===== src/rtl/fp16_add_sched.sv =====
// Round-robin scheduler that shares one pipelined fp16 adder between NUM_REQ requesters.
// Optional per-requester handshake counters on stat_ops when FP16_ADD_SCHED_STATS_EN is defined.
module fp16_add_sched #(
  parameter int NUM_REQ = 4,
  parameter int ADD_LAT = 2
) (
  input  logic                   clk,
  input  logic                   rst_n,
  input  logic                   enable,
  input  logic [NUM_REQ-1:0]     req_valid,
  output logic [NUM_REQ-1:0]     req_ready,
  input  logic [NUM_REQ*16-1:0]  req_a,
  input  logic [NUM_REQ*16-1:0]  req_b,
  output logic [15:0]            add_a,
  output logic [15:0]            add_b,
  input  logic [15:0]            add_result,
  output logic [NUM_REQ-1:0]     rsp_valid,
  output logic [15:0]            rsp_data,
  output logic                   busy,
  output logic [1:0]             state
`ifdef FP16_ADD_SCHED_STATS_EN
  ,
  output logic [NUM_REQ*16-1:0]  stat_ops
`endif
);

  localparam int IDX_W = (NUM_REQ > 1) ? $clog2(NUM_REQ) : 1;
  localparam logic [NUM_REQ-1:0] ONE_HOT_LSB = {{(NUM_REQ-1){1'b0}}, 1'b1};

  typedef enum logic [1:0] {
    ST_IDLE  = 2'd0,
    ST_RUN   = 2'd1,
    ST_DRAIN = 2'd2
  } state_t;

  state_t             state_r;
  state_t             state_nx_s;
  logic [IDX_W-1:0]   ptr_r;
  logic [IDX_W-1:0]   ptr_nx_s;
  logic [15:0]        add_a_r;
  logic [15:0]        add_b_r;
  logic [ADD_LAT:0]   tag_v_r;
  logic [IDX_W-1:0]   tag_idx_r [ADD_LAT+1];

  logic               grant_en_s;
  logic               win_found_s;
  logic [IDX_W-1:0]   win_idx_s;
  logic [15:0]        win_a_s;
  logic [15:0]        win_b_s;
  logic               hs_s;
  logic               pending_s;
  logic               any_tag_s;

  // Round-robin search from ptr_r; the descending loop leaves the nearest valid requester.
  always_comb begin
    win_found_s = 1'b0;
    win_idx_s   = '0;
    for (int k = NUM_REQ - 1; k >= 0; k--) begin
      win_found_s = win_found_s | req_valid[(int'(ptr_r) + k) % NUM_REQ];
      win_idx_s   = req_valid[(int'(ptr_r) + k) % NUM_REQ] ?
                    IDX_W'((int'(ptr_r) + k) % NUM_REQ) : win_idx_s;
    end
  end

  // Grant qualification, winner operand select and pointer advance.
  always_comb begin
    grant_en_s = enable & rst_n & (state_r != ST_DRAIN);
    hs_s       = grant_en_s & win_found_s;
    req_ready  = {NUM_REQ{hs_s}} & (ONE_HOT_LSB << win_idx_s);
    win_a_s    = req_a[int'(win_idx_s)*16 +: 16];
    win_b_s    = req_b[int'(win_idx_s)*16 +: 16];
    ptr_nx_s   = (win_idx_s == IDX_W'(NUM_REQ - 1)) ? '0 : win_idx_s + IDX_W'(1);
  end

  // Tag pipeline status and response decode.
  always_comb begin
    pending_s = |tag_v_r[ADD_LAT-1:0];
    any_tag_s = |tag_v_r;
    busy      = any_tag_s | hs_s;
    rsp_valid = tag_v_r[ADD_LAT] ? (ONE_HOT_LSB << tag_idx_r[ADD_LAT]) : '0;
    rsp_data  = add_result;
  end

  // Next-state logic; pending_s counts tags that stay in flight past this edge.
  always_comb begin
    state_nx_s = state_r;
    case (state_r)
      ST_IDLE: begin
        state_nx_s = hs_s ? ST_RUN : ST_IDLE;
      end
      ST_RUN: begin
        if (!hs_s && !pending_s) begin
          state_nx_s = ST_IDLE;
        end else if (!enable && pending_s) begin
          state_nx_s = ST_DRAIN;
        end else begin
          state_nx_s = ST_RUN;
        end
      end
      ST_DRAIN: begin
        if (!pending_s) begin
          state_nx_s = ST_IDLE;
        end else if (enable) begin
          state_nx_s = ST_RUN;
        end else begin
          state_nx_s = ST_DRAIN;
        end
      end
      default: begin
        state_nx_s = ST_IDLE;
      end
    endcase
  end

  // State register, issue registers, pointer and owner-tag shift pipeline.
  always_ff @(posedge clk) begin
    if (!rst_n) begin
      state_r <= ST_IDLE;
      ptr_r   <= '0;
      add_a_r <= 16'h0000;
      add_b_r <= 16'h0000;
      tag_v_r <= '0;
      for (int i = 0; i <= ADD_LAT; i++) begin
        tag_idx_r[i] <= '0;
      end
    end else begin
      state_r      <= state_nx_s;
      tag_v_r      <= {tag_v_r[ADD_LAT-1:0], hs_s};
      tag_idx_r[0] <= win_idx_s;
      for (int i = 1; i <= ADD_LAT; i++) begin
        tag_idx_r[i] <= tag_idx_r[i-1];
      end
      if (hs_s) begin
        ptr_r   <= ptr_nx_s;
        add_a_r <= win_a_s;
        add_b_r <= win_b_s;
      end
    end
  end

  assign add_a = add_a_r;
  assign add_b = add_b_r;
  assign state = state_r;

`ifdef FP16_ADD_SCHED_STATS_EN
  logic [15:0] stat_r [NUM_REQ];

  // Per-requester saturating handshake counters.
  always_ff @(posedge clk) begin
    if (!rst_n) begin
      for (int i = 0; i < NUM_REQ; i++) begin
        stat_r[i] <= 16'h0000;
      end
    end else begin
      for (int i = 0; i < NUM_REQ; i++) begin
        if (hs_s && (win_idx_s == IDX_W'(i)) && (stat_r[i] != 16'hFFFF)) begin
          stat_r[i] <= stat_r[i] + 16'h0001;
        end
      end
    end
  end

  // Pack counters onto the flat stat bus.
  always_comb begin
    stat_ops = '0;
    for (int i = 0; i < NUM_REQ; i++) begin
      stat_ops[i*16 +: 16] = stat_r[i];
    end
  end
`endif

endmodule


===== config.mk =====
export PLATFORM = sky130hd
export DESIGN_NAME = fp16_add_sched
export DESIGN_NICKNAME = d
export VERILOG_FILES = /design/src/rtl/fp16_add_sched.sv
export SDC_FILE = /design/constraint.sdc
export NUM_CORES = 1
export LEC_CHECK = 0
export CAP_MARGIN = 30
export CORE_ASPECT_RATIO = 1.2
export CORE_UTILIZATION = 38
export DETAILED_ROUTE_END_ITERATION = 16
export GPL_ROUTABILITY_DRIVEN = 0
export PLACE_DENSITY_LB_ADDON = 0.3
export SLEW_MARGIN = 20
export SYNTH_ARGS = -nofsm -noshare
export SYNTH_HDL_FRONTEND = slang
export SYNTH_SLANG_ARGS = --single-unit

===== constraint.sdc =====
create_clock -name clk -period 5.3 [get_ports clk]
set_input_delay 1.06 -clock clk [delete_from_list [all_inputs] [get_ports clk]]
set_output_delay 1.06 -clock clk [all_outputs]
set_load 0.01 [all_outputs]

### Nets reached from selected ports

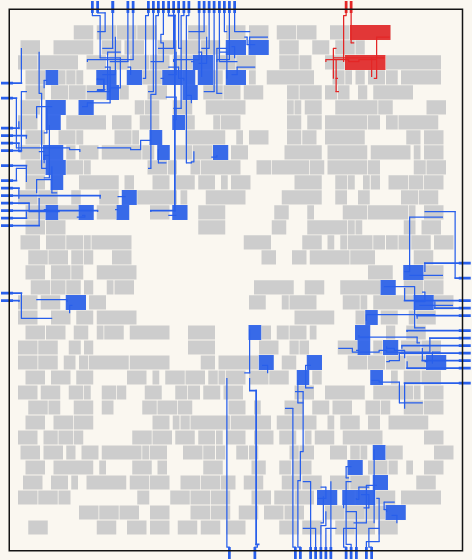
`req_b`: marked blue, direction input, edge 22 north, 16 west, 14 south, 12 east, end cells 48, wire 1190 um. `state`: marked red, direction output, edge north, end cells 2, wire 60.7 um.

### Where the registers sit

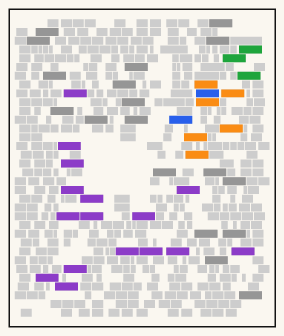
`add_a`: marked purple, flops 16. `tag_v_r`: marked green, flops 3. `tag_idx_r`: marked orange, flops 6. `ptr_r`: marked blue, flops 2.
Another 18 sequential cells are not coloured.

### Signal wires on met3

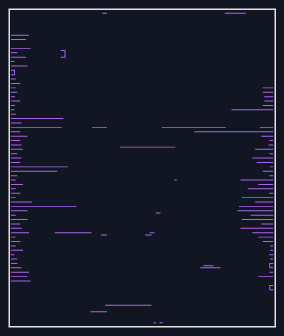
102 nets have wire on it. The layer carries 518 um of wire. The longest straight run is 24.2 um.

### Wiring heat map

16 x 20 tiles, from black (low) to pale yellow (high), scaled to the fullest tile. Values are wire area over tile area, all layers added.
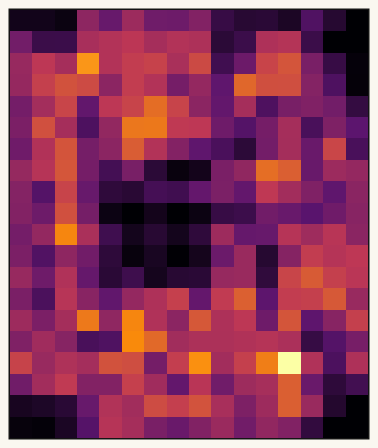
The mean over all tiles is 0.18. 4.1% of the tiles are nearly empty. The emptiest ninth of the die: centre. The fullest tile reaches 0.50. The densest ninth of the die: south.

## critical path: stages
cell and delay, ps:
sky130_fd_sc_hd__clkdlybuf4s50_1 600, sky130_fd_sc_hd__nor2b_2 80, sky130_fd_sc_hd__o21bai_1 220, sky130_fd_sc_hd__nor3b_4 240, sky130_fd_sc_hd__buf_4 270, sky130_fd_sc_hd__inv_2 80
sky130_fd_sc_hd__ha_1 190, sky130_fd_sc_hd__and2_1 130, sky130_fd_sc_hd__clkdlybuf4s50_1 470
## final cells by class
class,count,area (um2)
clock inverter,1,5.005
multi-input combinational,241,1723
clock buffer,7,96.34
timing repair buffer,186,1859
sequential,45,900.9
tap,90,112.6
inverter,4,17.52
fill,646,2603
## power by group through the flow
stage	registers, mW	clock network [mW]	logic, mW
floorplan	0.407	0	0.160
global placement	0.395	0	0.347
detailed placement	0.396	0	0.353
CTS	0.388	0.238	0.354
global route	0.392	0.255	0.382
finish	0.388	0.234	0.354
## cell usage after synthesis, drive strengths merged (2+ instances only)
library cell  count
dfxtp            45
nand2            35
o21ai            34
and3             33
mux2i            33
a21boi           32
o311ai           32
buf              31
clkbuf           16
and2             11
nor2              6
ha                4
inv               4
nor2b             4
nand2b            2
nor3b             2
o21bai            2
or4               2
## cell families after synthesis
family,share of synthesized area
and+or+nand+nor,0.1946
xor gates and xnor gates,0.003007
DFF,0.3093
muxes,0.1134
adders and majority gates,0.01718
buffers and inverters,0.1057
AOI/OAI and AO/OA,0.2569
## sequential cells by signal (all words and copies together) (netlist names)
register   cells
tag_idx_r      6
add_b         16
state          2
tag_v_r        3
ptr_r          2
add_a         16
## worst paths after layout
path | startpoint | to | cells after the start
min | tag_idx_r[0][3] | tag_idx_r[0][5] | 1
max reg2reg | state[0] | add_a[5] | 7
min reg2reg | tag_idx_r[0][3] | tag_idx_r[0][5] | 1
max | req_valid[1] | req_ready[0] | 9
## routing by layer
| layer | vias up | routed length (um) |
|---|---|---|
| met2 | 109 | 4688 |
| met5 | - | 0 |
| met3 | 22 | 517 |
| met4 | 0 | 206 |
| met1 | 1410 | 3445 |
| li1 | 1514 | - |
==> impl_report.txt <==
RUN METRICS
----------------------------------------------------
[Power and ir drop]
  Internal Power ........................ 0.6978 mW
  Switching component of the power ........................ 0.2782 mW

[Finish]
  Most frequent cells in the layout ........................ 177 x sky130_fd_sc_hd__clkdlybuf4s50_1, 45 x sky130_fd_sc_hd__dfxtp_1, 35 x sky130_fd_sc_hd__nand2_1
  Share of cells above drive strength 1 ........................ 0.05579
  Number of antenna repair diodes ........................ 0

[Detailed routing]
  Routed wirelength normalized by instance count ........................ 15.43 um
  Routed WL ........................ 8.857 mm

[Final timing]
  Worst slew slack as a fraction of its limit ........................ 0.4210
  Setup violations, final ........................ 0
  Unrepaired setup endpoints after global routing ........................ no
  Final Worst Setup Slack ........................ 878.7 ps
  Endpoints failing hold ........................ 0
  Setup TNS Final ........................ 0 ps

[GRT]
  Largest net degree at the start of global routing ........................ 65
  First-pass GRT wire length ........................ 13.78 mm
  Gr busiest metal ........................ met2
  Global route overflow ........................ 0
  Vias in the first global route ........................ 2973
  Total global-route track usage ........................ 0.2172
  Initial antenna violation count ........................ 0

[Floorplanning]
  Horizontal die dimension ........................ 81.93 um
  Placeable core region ........................ 7317 um2

[Yosys]
  Fraction of registers with async set/reset ........................ 0
  Register bit count reported by yosys ........................ 45
  Number of enable flip-flop cells ........................ 0
  Register area share after synthesis ........................ 0.3093
  Average footprint of a synthesized cell ........................ 8.643 um2
  Net count entering floorplan ........................ 492
  Total of warnings raised by yosys ........................ 0
  Total cells reported by yosys after synthesis ........................ 337

[Critical path]
  Worst Setup End Kind ........................ output port
  Arrival time of the worst setup path ........................ 3360 ps
  Max FO, Critical Path ........................ 19

[Clock tree]
  Number of buffers added for setup after CTS ........................ 0
  Number of sinks driven by the clock tree ........................ 45

[Placement]
  Worst setup slack after placement ........................ 905.1 ps

[Worst hold path]
  Class of the tightest hold or removal check ........................ reg -> reg

[Job]
  Max-cap violation count ........................ 0

[Run status]
  Run status ........................ finished, final reports clean

----------------------------------------------------
No activity file was given, so power comes from the tool's default toggle rates.
